$ cat config.mk
export PLATFORM = sky130hd
export DESIGN_NAME = axi_read_arbiter
export DESIGN_NICKNAME = d
export VERILOG_FILES = /design/src/rtl/axi_pkg.sv /design/src/rtl/rr_arbiter2.sv /design/src/rtl/axi_read_arbiter.sv
export SDC_FILE = /design/constraint.sdc
export NUM_CORES = 1
export LEC_CHECK = 0
export ABC_AREA = 0
export CORE_MARGIN = 3
export CORE_UTILIZATION = 34
export CTS_CLUSTER_DIAMETER = 80
export CTS_CLUSTER_SIZE = 28
export DETAILED_ROUTE_END_ITERATION = 6
export PLACE_DENSITY = 0.81
export RECOVER_POWER = 25
export SLEW_MARGIN = 40
export SYNTH_ARGS = -nofsm -noshare
export SYNTH_HDL_FRONTEND = slang
export SYNTH_SLANG_ARGS = --single-unit
$ cat constraint.sdc
create_clock -name ACLK -period 1.6 [get_ports ACLK]
set_clock_uncertainty 0.05 [all_clocks]
set_input_delay 0.32 -clock ACLK [delete_from_list [all_inputs] [get_ports ACLK]]
set_output_delay 0.32 -clock ACLK [all_outputs]
set_load 0.02 [all_outputs]
$ cat src/rtl/axi_pkg.sv
// Shared AXI master definitions: bus widths, fixed AR attributes,
// and the read-arbiter FSM state encoding.
package axi_pkg;

  localparam int AXI_ID_BITS   = 4;
  localparam int AXI_ADDR_BITS = 32;
  localparam int AXI_DATA_BITS = 32;
  localparam int AXI_LEN_BITS  = 4;

  localparam logic [2:0] SIZE_WORD  = 3'b010;
  localparam logic [1:0] BURST_INCR = 2'b01;

  typedef enum logic [1:0] {
    IDLE,
    ADDR,
    DATA
  } rd_arb_state_t;

endpackage

$ cat src/rtl/rr_arbiter2.sv
// Two-way round-robin pick; on a tie the requester that did not
// win last time is granted.
module rr_arbiter2 (
  input  logic [1:0] req,
  input  logic       last_grant,
  output logic [1:0] gnt
);

  always_comb begin
    gnt = 2'b00;
    unique case (1'b1)
      (req == 2'b11): gnt = last_grant ? 2'b01 : 2'b10;
      (req == 2'b01): gnt = 2'b01;
      (req == 2'b10): gnt = 2'b10;
      default:        gnt = 2'b00;
    endcase
  end

endmodule

$ cat src/rtl/axi_read_arbiter.sv
// Shares one AXI4 read master between fetch (0) and load/DMA (1),
// one burst at a time, with R beats routed back to the winner.
module axi_read_arbiter
  import axi_pkg::*;
#(
  parameter int ID_BITS   = AXI_ID_BITS,
  parameter int ADDR_BITS = AXI_ADDR_BITS,
  parameter int DATA_BITS = AXI_DATA_BITS,
  parameter int LEN_BITS  = AXI_LEN_BITS
) (
  input  logic                 ACLK,
  input  logic                 ARESETn,
  input  logic [1:0]           req_valid,
  input  logic [ADDR_BITS-1:0] req_addr0,
  input  logic [ADDR_BITS-1:0] req_addr1,
  input  logic [LEN_BITS-1:0]  req_len0,
  input  logic [LEN_BITS-1:0]  req_len1,
  output logic [1:0]           req_ack,
  output logic [1:0]           rsp_valid,
  input  logic [1:0]           rsp_ready,
  output logic [DATA_BITS-1:0] rsp_data,
  output logic [1:0]           rsp_resp,
  output logic                 rsp_last,
  input  logic                 wr_busy,
  output logic                 busy,
  output logic [ID_BITS-1:0]   ARID,
  output logic [ADDR_BITS-1:0] ARADDR,
  output logic [LEN_BITS-1:0]  ARLEN,
  output logic [2:0]           ARSIZE,
  output logic [1:0]           ARBURST,
  output logic                 ARVALID,
  input  logic                 ARREADY,
  input  logic [ID_BITS-1:0]   RID,
  input  logic [DATA_BITS-1:0] RDATA,
  input  logic [1:0]           RRESP,
  input  logic                 RLAST,
  input  logic                 RVALID,
  output logic                 RREADY
);

  rd_arb_state_t        state_q, state_d;
  logic                 win_q, win_d;
  logic                 last_q, last_d;
  logic [ADDR_BITS-1:0] addr_q, addr_d;
  logic [LEN_BITS-1:0]  len_q, len_d;
  logic [1:0]           gnt;
  logic                 grant_en;
  logic                 unused_rid;

  // Single outstanding burst, so RID carries no routing information.
  assign unused_rid = ^RID;

  rr_arbiter2 u_rr (
    .req        (req_valid),
    .last_grant (last_q),
    .gnt        (gnt)
  );

  assign grant_en = (state_q == IDLE) && !wr_busy && (|req_valid);

  always_comb begin
    state_d = state_q;
    win_d   = win_q;
    last_d  = last_q;
    addr_d  = addr_q;
    len_d   = len_q;
    req_ack = 2'b00;
    unique case (state_q)
      IDLE: begin
        if (grant_en) begin
          req_ack = gnt;
          win_d   = gnt[1];
          last_d  = gnt[1];
          addr_d  = gnt[1] ? req_addr1 : req_addr0;
          len_d   = gnt[1] ? req_len1 : req_len0;
          state_d = ADDR;
        end
      end
      ADDR: begin
        if (ARREADY) state_d = DATA;
      end
      DATA: begin
        if (RVALID && RREADY && RLAST) state_d = IDLE;
      end
      default: state_d = IDLE;
    endcase
  end

  always_ff @(posedge ACLK or negedge ARESETn) begin
    if (!ARESETn) begin
      state_q <= IDLE;
      win_q   <= 1'b0;
      last_q  <= 1'b1;
      addr_q  <= '0;
      len_q   <= '0;
    end else begin
      state_q <= state_d;
      win_q   <= win_d;
      last_q  <= last_d;
      addr_q  <= addr_d;
      len_q   <= len_d;
    end
  end

  assign ARVALID = (state_q == ADDR);
  assign ARADDR  = addr_q;
  assign ARLEN   = len_q;
  assign ARID    = {{(ID_BITS-1){1'b0}}, win_q};
  assign ARSIZE  = SIZE_WORD;
  assign ARBURST = BURST_INCR;
  assign busy    = (state_q != IDLE);

  assign RREADY  = (state_q == DATA) && rsp_ready[win_q];

  always_comb begin
    rsp_valid = 2'b00;
    if (state_q == DATA) rsp_valid[win_q] = RVALID;
  end

  assign rsp_data = RDATA;
  assign rsp_resp = RRESP;
  assign rsp_last = RLAST;

endmodule
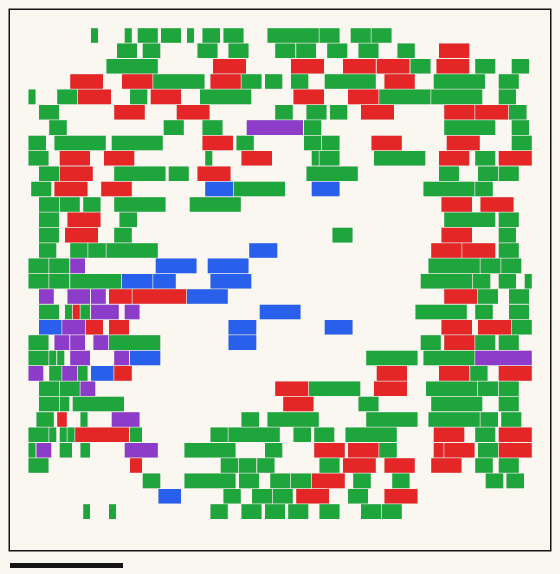
*Cells by drive strength, run 1*
Scale bar: 20 µm.
x6 and larger: marked blue, cells 17, share 5.7%, most used clkbuf_8. x1 and smaller: marked green, cells 192, share 64%, most used clkdlybuf4s50_1. x2: marked red, cells 70, share 23%. x3 and x4: marked purple, cells 20, share 6.7%, most used buf_4.
nonclk buf count: 144
final worst slack: -170 ps
Layout Area Growth over Synthesis: 44.7%
post-route cell area: 3950 µm²

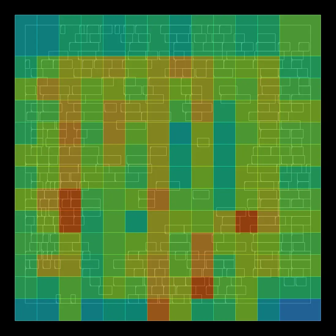
*Routing congestion map, run 1*
Global Route Usage Sum: 14.6%
most used routing layer: met2
Post-Route Utilization: 50.9%

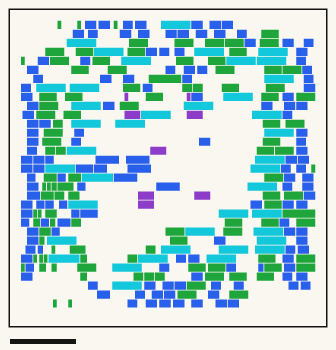
*Cells coloured by class, run 1*
Scale bar: 20 µm.
remaining buffers and delay cells: marked blue, cells 144. remaining logic cells: marked green, cells 107. clock drivers and dummy loads: marked purple, cells 8. registers: marked cyan, cells 40.
flop share of the area: 25.4%
Core Region: 7770 µm²
# rows: 32

[run 1: through the flow]
step                      setup TNS (ps)  hold slack (ps)
after CTS                           -299              476
after global routing               -2990              496
after detailed placement          -13250              240
after global placement            -11900              225
after floorplan                    -1.78            -25.6
final                               -576              469
[run 1: worst max path at each step]
stage                     depth (start not counted)  slack [ps]    startpoint          to
after floorplan                                   4          -2    state_q[0]  req_ack[1]
after global placement                            5        -560  req_valid[1]  req_ack[0]
after detailed placement                          5        -590  req_valid[1]  req_ack[0]
after CTS                                         4        -210        last_q  req_ack[0]
after global routing                              4        -230        last_q  req_ack[0]
final                                             4        -170        last_q  req_ack[0]
[run 1: kinds of logic after synthesis]
group	Yosys count	share of synthesized area (%)
DFF	40	36.7
AOI/OAI and AO/OA	79	39.8
and+or+nand+nor	16	3.44
other	2	0.275
buffers and inverters	65	19.0
muxes	2	0.779
[run 1: cells in the mapped netlist (all sizes together)]
master | number | area share, %
dfrtp | 39 | 36
o32ai | 36 | 20
mux2 | 1 | 0.41
nor2b | 2 | 0.46
and3 | 1 | 0.23
nor2 | 4 | 0.55
inv | 2 | 0.27
buf | 63 | 19
nand2 | 4 | 0.55
or2 | 1 | 0.23
mux2i | 1 | 0.37
a21oi | 2 | 0.37
a2bb2oi | 36 | 18
conb | 2 | 0.27
nand2b | 2 | 0.46
o21a | 1 | 0.32
dfstp | 1 | 0.96
a21bo | 1 | 0.37
and2b | 1 | 0.37
nor3 | 1 | 0.60
o21ai | 3 | 0.55
[run 1: routing by layer]
layer,vias up,track usage [%],routed length [µm]
li1,927,-,-
met1,982,18.3,2850
met2,99,25.2,3340
met3,15,3.95,624
met4,0,3.08,73
met5,-,0,0
[run 1: critical path, cell delays in order (launching register included)]
cell	delay [ps]
dfstp_2	540
and2b_4	200
nand2b_4	150
nor2_4	100
buf_6	120
==> impl_metrics.json, run 1 <==
{
  "outcome": "complete, but fails checks",
  "violations": "negative setup slack",
  "final-setup-viol-count": 20,
  "p_int_mw": 3.71,
  "critical_path_class": "flop to primary output",
  "hpwl_um": 4990,
  "fmax_mhz": 565,
  "dp.cells": 390,
  "fin_ws_ps": -170,
  "ys.flops": 40,
  "rr_startpoint": "last_q",
  "nWellTaps": 102,
  "hold_viol": 0,
  "post-cts-setup-buffers": 2,
  "routedWlPerCell_um": 17.2,
  "syn_area_per_cell_um2": 13.4,
  "gr-total-overflow": 0,
  "min_period_ps": 1770,
  "fp_util_pct": 35.2,
  "worstPathMaxFanout": 3,
  "worstPathRequired_ps": 1230,
  "critPathArrivalTime_ps": 1400,
  "fillers": 697,
  "clock_buffers": 8,
  "diodes": 0,
  "ant_nets": 0,
  "period_used_pct": 111,
  "drc": 0,
  "rsz0062_at_grt": "true",
  "layout.area.top_class": "buffers"
}
### Gate families picked out, run 1

Scale bar: 20 µm.
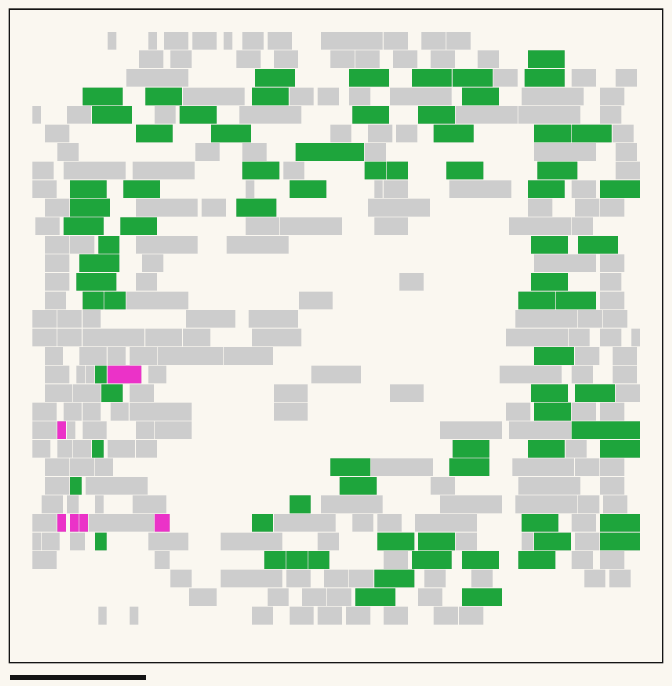

==> run 1 -> run 2 <==
--- a/config.mk
+++ b/config.mk
@@ -7,11 +7,11 @@
 export LEC_CHECK = 0
 export ABC_AREA = 0
 export CORE_MARGIN = 3
-export CORE_UTILIZATION = 34
+export CORE_UTILIZATION = 37
 export CTS_CLUSTER_DIAMETER = 80
 export CTS_CLUSTER_SIZE = 28
 export DETAILED_ROUTE_END_ITERATION = 6
-export PLACE_DENSITY = 0.81
+export PLACE_DENSITY = 0.87
 export RECOVER_POWER = 25
 export SLEW_MARGIN = 40
 export SYNTH_ARGS = -nofsm -noshare
==> constraint.sdc (replaced) <==
create_clock -name ACLK -period 2.2 [get_ports ACLK]
set_clock_uncertainty 0.05 [all_clocks]
set_input_delay 0.44 -clock ACLK [delete_from_list [all_inputs] [get_ports ACLK]]
set_output_delay 0.44 -clock ACLK [all_outputs]
set_load 0.02 [all_outputs]
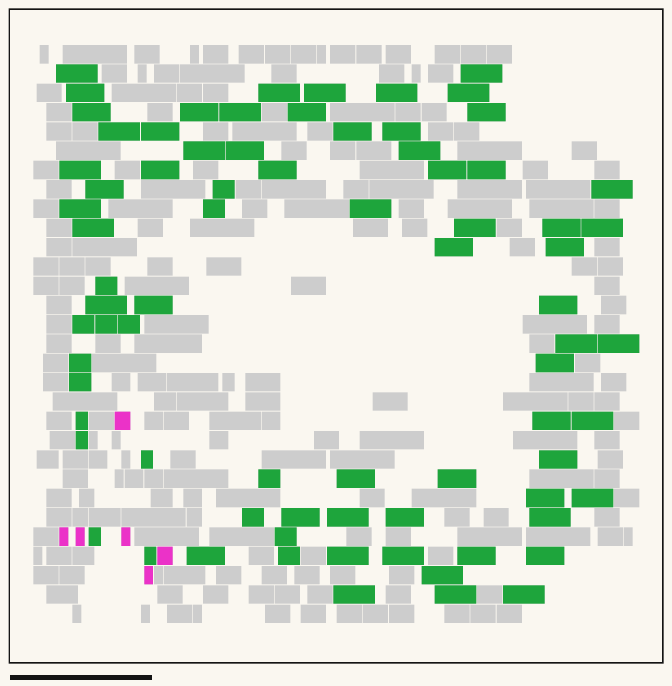
*Gate families picked out, run 2*
Scale bar: 20 µm.
nand cells: marked magenta, cells 6, where south-west. aoi and oai cells: marked green, cells 77, where spread over the die.
Comb area share: 32.1%
post-route non-filler standard cell count: 388

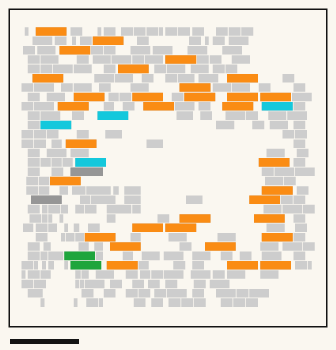
*Sequential cells coloured by netlist name, run 2*
Scale bar: 20 µm. Other sequential cells in the stronger grey, the rest of the logic in the fainter grey.
ARLEN: marked cyan, sequential cells 4. ARADDR: marked orange, sequential cells 32. state_q: marked green, sequential cells 2.
Another 2 sequential cells are not coloured.
Post-Route Utilization: 55.1%
Sequential Power: 1.35 mW
flop share of the area: 26.1%
Reg area: 1000 µm²

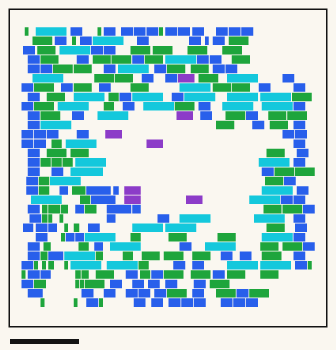
*Cells coloured by class, run 2*
Scale bar: 20 µm.
remaining buffers and delay cells: marked blue, cells 138. registers: marked cyan, cells 40. remaining logic cells: marked green, cells 107. clock drivers and dummy loads: marked purple, cells 7.

==> run 2 against run 1 <==
The run now ends clean. Synthesized cell count unchanged. Sequential power down 27%. Critical endpoint unchanged. Count of clock-buffer cells in the layout shrank 1. Largest cell class unchanged. Hold slack got worse by 200 ps. Final area down 2.7%. Total power fell by 26%. Largest power group unchanged.
==> impl_metrics.json, run 2 <==
{
  "fmax_mhz": 471,
  "coreArea_um2": 6980,
  "critical_path_class": "input pin to primary output",
  "min_period_ps": 2130,
  "hpwl_um": 4900,
  "worstPathRequired_ps": 1710,
  "gr-total-overflow": 0,
  "synth.most_common_cell": "buf_4",
  "dp.cells": 381,
  "setup_tns_ps": 0,
  "row_count": 30,
  "topCellsByArea": "dfrtp_1, o32ai_2, a2bb2oi_2",
  "synthFlopType": "dfrtp_1",
  "post-cts-setup-buffers": 0,
  "fp_util_pct": 39.1,
  "ys.flops": 40,
  "outcome": "completed",
  "syn_area_per_cell_um2": 13.4,
  "fin_ws_ps": 75.0,
  "final-setup-viol-count": 0,
  "rsz0062_at_grt": "false",
  "period_used_pct": 96.6,
  "synth_top_area_share_pct": 35.7
}
run 2: cell counts after synthesis:
Identical to the previous run, type by type.
run 2: logic make-up after synthesis:
| logic type | Yosys count | share of synthesized area [%] |
|---|---|---|
| buf+inv | 65 | 19.0 |
| compound gates | 79 | 39.8 |
| simple gates | 16 | 3.44 |
| mux | 2 | 0.779 |
| flops | 40 | 36.7 |
| other cells | 2 | 0.275 |
run 2: power by group:
part	total (mW)	switching (mW)	internal (mW)
Sequential	1.35	0.256	1.09
Combinational	2.71	1.23	1.48
Clock	0.524	0.245	0.280
Total	4.59	1.74	2.85
run 2: per-stage QoR:
step	power (mW)	instance area (µm²)
final	4.59	3840
after global routing	4.85	3840
after CTS	4.66	3840
after detailed placement	4.12	3750
after global placement	4.06	3750
after floorplan	3.17	2750
run 2: worst paths after layout:
path                         startpoint         end  slack [ps]
min in group ACLK            ARADDR[13]  ARADDR[13]         470
setup reg to reg             state_q[0]    ARLEN[2]         230
setup / recovery           req_valid[1]  req_ack[0]          70
hold / removal                  ARESETn  ARADDR[27]         270
max in group asynchronous       ARESETn  ARADDR[18]         690
hold reg to reg              ARADDR[13]  ARADDR[13]         470
run 2: layer usage:
metal	part of all wire (%)	GRT usage [%]	vias up
li1	-	-	906
met5	0	0	-
met4	1.1	4.33	0
met3	7.2	4.10	22
met1	40	19.3	964
met2	52	26.8	79
run 2: cell type report:
cell class,instances,area [µm²],area share [%]
multi-input combinational,105,1230,32.1
clock buffer,7,96.3,2.51
sequential,40,1000,26.1
inverter,2,7.51,0.195
timing repair buffer,138,1380,36.0
tap,96,120,3.12
run 2: timing repair:
| action | in CTS | in global routing |
|---|---|---|
| endpoints found under the setup margin | 5 | 3 |
| hold endpoints to repair | 0 | 0 |
| resized | 4 | 3 |
| pin swaps | 0 | 0 |
==> run 2 -> run 3 <==
--- a/config.mk
+++ b/config.mk
@@ -8,9 +8,10 @@
 export ABC_AREA = 0
 export CORE_MARGIN = 3
 export CORE_UTILIZATION = 37
-export CTS_CLUSTER_DIAMETER = 80
+export CTS_CLUSTER_DIAMETER = 60
 export CTS_CLUSTER_SIZE = 28
 export DETAILED_ROUTE_END_ITERATION = 6
+export GPL_ROUTABILITY_DRIVEN = 0
 export PLACE_DENSITY = 0.87
 export RECOVER_POWER = 25
 export SLEW_MARGIN = 40
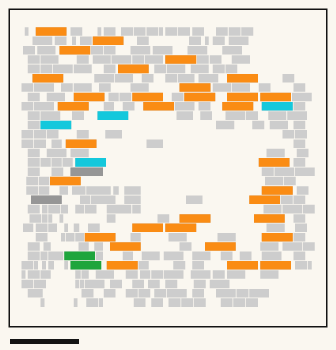
*Sequential cells coloured by netlist name, run 3*
Scale bar: 20 µm. Other sequential cells in the stronger grey, the rest of the logic in the fainter grey.

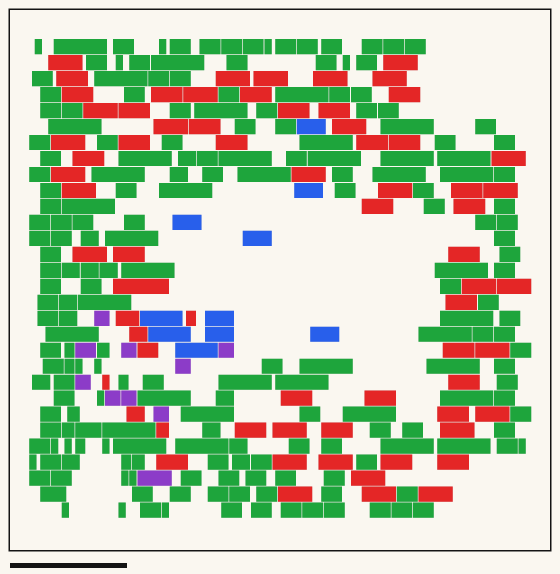
*Cells by drive strength, run 3*
Scale bar: 20 µm.
x6 and larger: marked blue, cells 10, share 3.4%, most used clkbuf_8. x1 and smaller: marked green, cells 204, share 70%, most used clkdlybuf4s50_1. x2: marked red, cells 68, share 23%. x3 and x4: marked purple, cells 10, share 3.4%, most used buf_4.

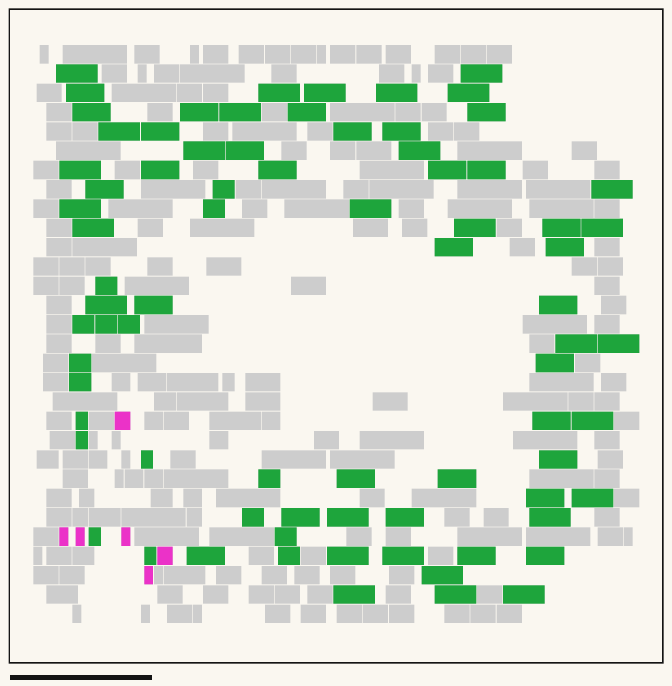
*Gate families picked out, run 3*
Scale bar: 20 µm.
aoi and oai cells: marked green, cells 77, where spread over the die. nand cells: marked magenta, cells 6, where south-west.

==> run 3 against run 2 <==
Synthesized cell count is the same. Hold slack is the same. Highest routed layer unchanged. Total power is the same. Sequential power is essentially flat. Largest power group unchanged.
==> impl_metrics.json, run 3 <==
{
  "outcome": "completed",
  "comb_power_mw": 2.71,
  "gr-total-overflow": 0,
  "coreArea_um2": 6980,
  "ys.flops": 40,
  "rr_endpoint": "ARLEN[2]",
  "final-setup-viol-count": 0,
  "period_used_pct": 96.6,
  "p_comb_share_pct": 59.2,
  "routedWlPerCell_um": 16.9,
  "hpwl_um": 4900,
  "critical_path_class": "input pin to primary output",
  "fp_util_pct": 39.1,
  "comb_area_um2": 1230,
  "ant_nets": 0,
  "fmax_mhz": 471,
  "register_area_um2": 1000,
  "clkPwrFrac_pct": 11.4,
  "switchingPower_mw": 1.74,
  "hold_viol": 0,
  "p_clk_mw": 0.524,
  "drc": 0,
  "top_power_group": "combinational cells",
  "cp-endpoint": "req_ack[0]",
  "topCellsByArea": "dfrtp_1, o32ai_2, a2bb2oi_2",
  "top_area_cell": "dfrtp_1",
  "row_count": 30,
  "synthFlopType": "dfrtp_1",
  "p_seq_share_pct": 29.4,
  "min_period_ps": 2130,
  "worstPathMaxFanout": 4,
  "seq_power_mw": 1.35,
  "post-route-util_pct": 55.1,
  "synthTopCellsByCount": "buf_4, dfrtp_1, a2bb2oi_2, o32ai_2, buf_2",
  "rsz0062_at_grt": "false",
  "critPathArrivalTime_ps": 1640,
  "diodes": 0,
  "swShare_pct": 37.8,
  "worst-r2r-setup-slack_ps": 230,
  "track_usage_pct": 15.6,
  "synth.most_common_cell": "buf_4"
}
[run 3: area by class of cell]
type | instances | area share (%)
inverters | 2 | 0.195
clock buffers | 7 | 2.51
repair buffers | 138 | 36.0
multi-input cells | 105 | 32.1
well taps | 96 | 3.12
flip-flops and latches | 40 | 26.1
[run 3: through the flow]
stage          area (µm²)  instances  total power, mW  setup slack, ps
2_1_floorplan        2750        210             3.17              452
3_3_place_gp         3750        381             4.06             -208
3_5_place_dp         3750        381             4.12             -209
4_1_cts              3840        388             4.66             2.05
5_1_grt              3840        388             4.85             3.89
6_report             3840        388             4.59             75.0
[run 3: timing repair]
item | in CTS | in global routing
hold buffers | 0 | 0
endpoints found under the setup margin | 5 | 3
gates resized | 4 | 3
endpoints found under the hold margin | 0 | 0
[run 3: worst min-delay path by stage]
stage | depth (start not counted) | from | end | slack [ps]
floorplan | 0 | ARESETn | ARADDR[0] | 90
global placement | 1 | ARESETn | ARADDR[14] | 360
detailed placement | 1 | ARESETn | ARADDR[16] | 360
CTS | 1 | ARESETn | ARADDR[27] | 40
global route | 1 | ARESETn | ARADDR[28] | 350
finish | 1 | ARESETn | ARADDR[27] | 270
[run 3: layer usage]
layer	GRT usage [%]	up-vias	share of wire [%]
li1	-	906	-
met1	19.3	964	40
met2	26.8	79	52
met3	4.10	22	7.2
met4	4.33	0	1.1
met5	0	-	0
[run 3: critical path: stages]
cell             delay, ps
clkdlybuf4s50_1        420
and2b_4                180
nand2b_1               160
nor2_1                 120
clkdlybuf4s15_1        310
[run 3: cell families after synthesis]
kind of cell | Yosys count | synth area share, %
other | 2 | 0.275
DFF | 40 | 36.7
AOI/OAI and AO/OA | 79 | 39.8
muxes | 2 | 0.779
buffers and inverters | 65 | 19.0
and+or+nand+nor | 16 | 3.44
Power is estimated from default activity; no workload was simulated.
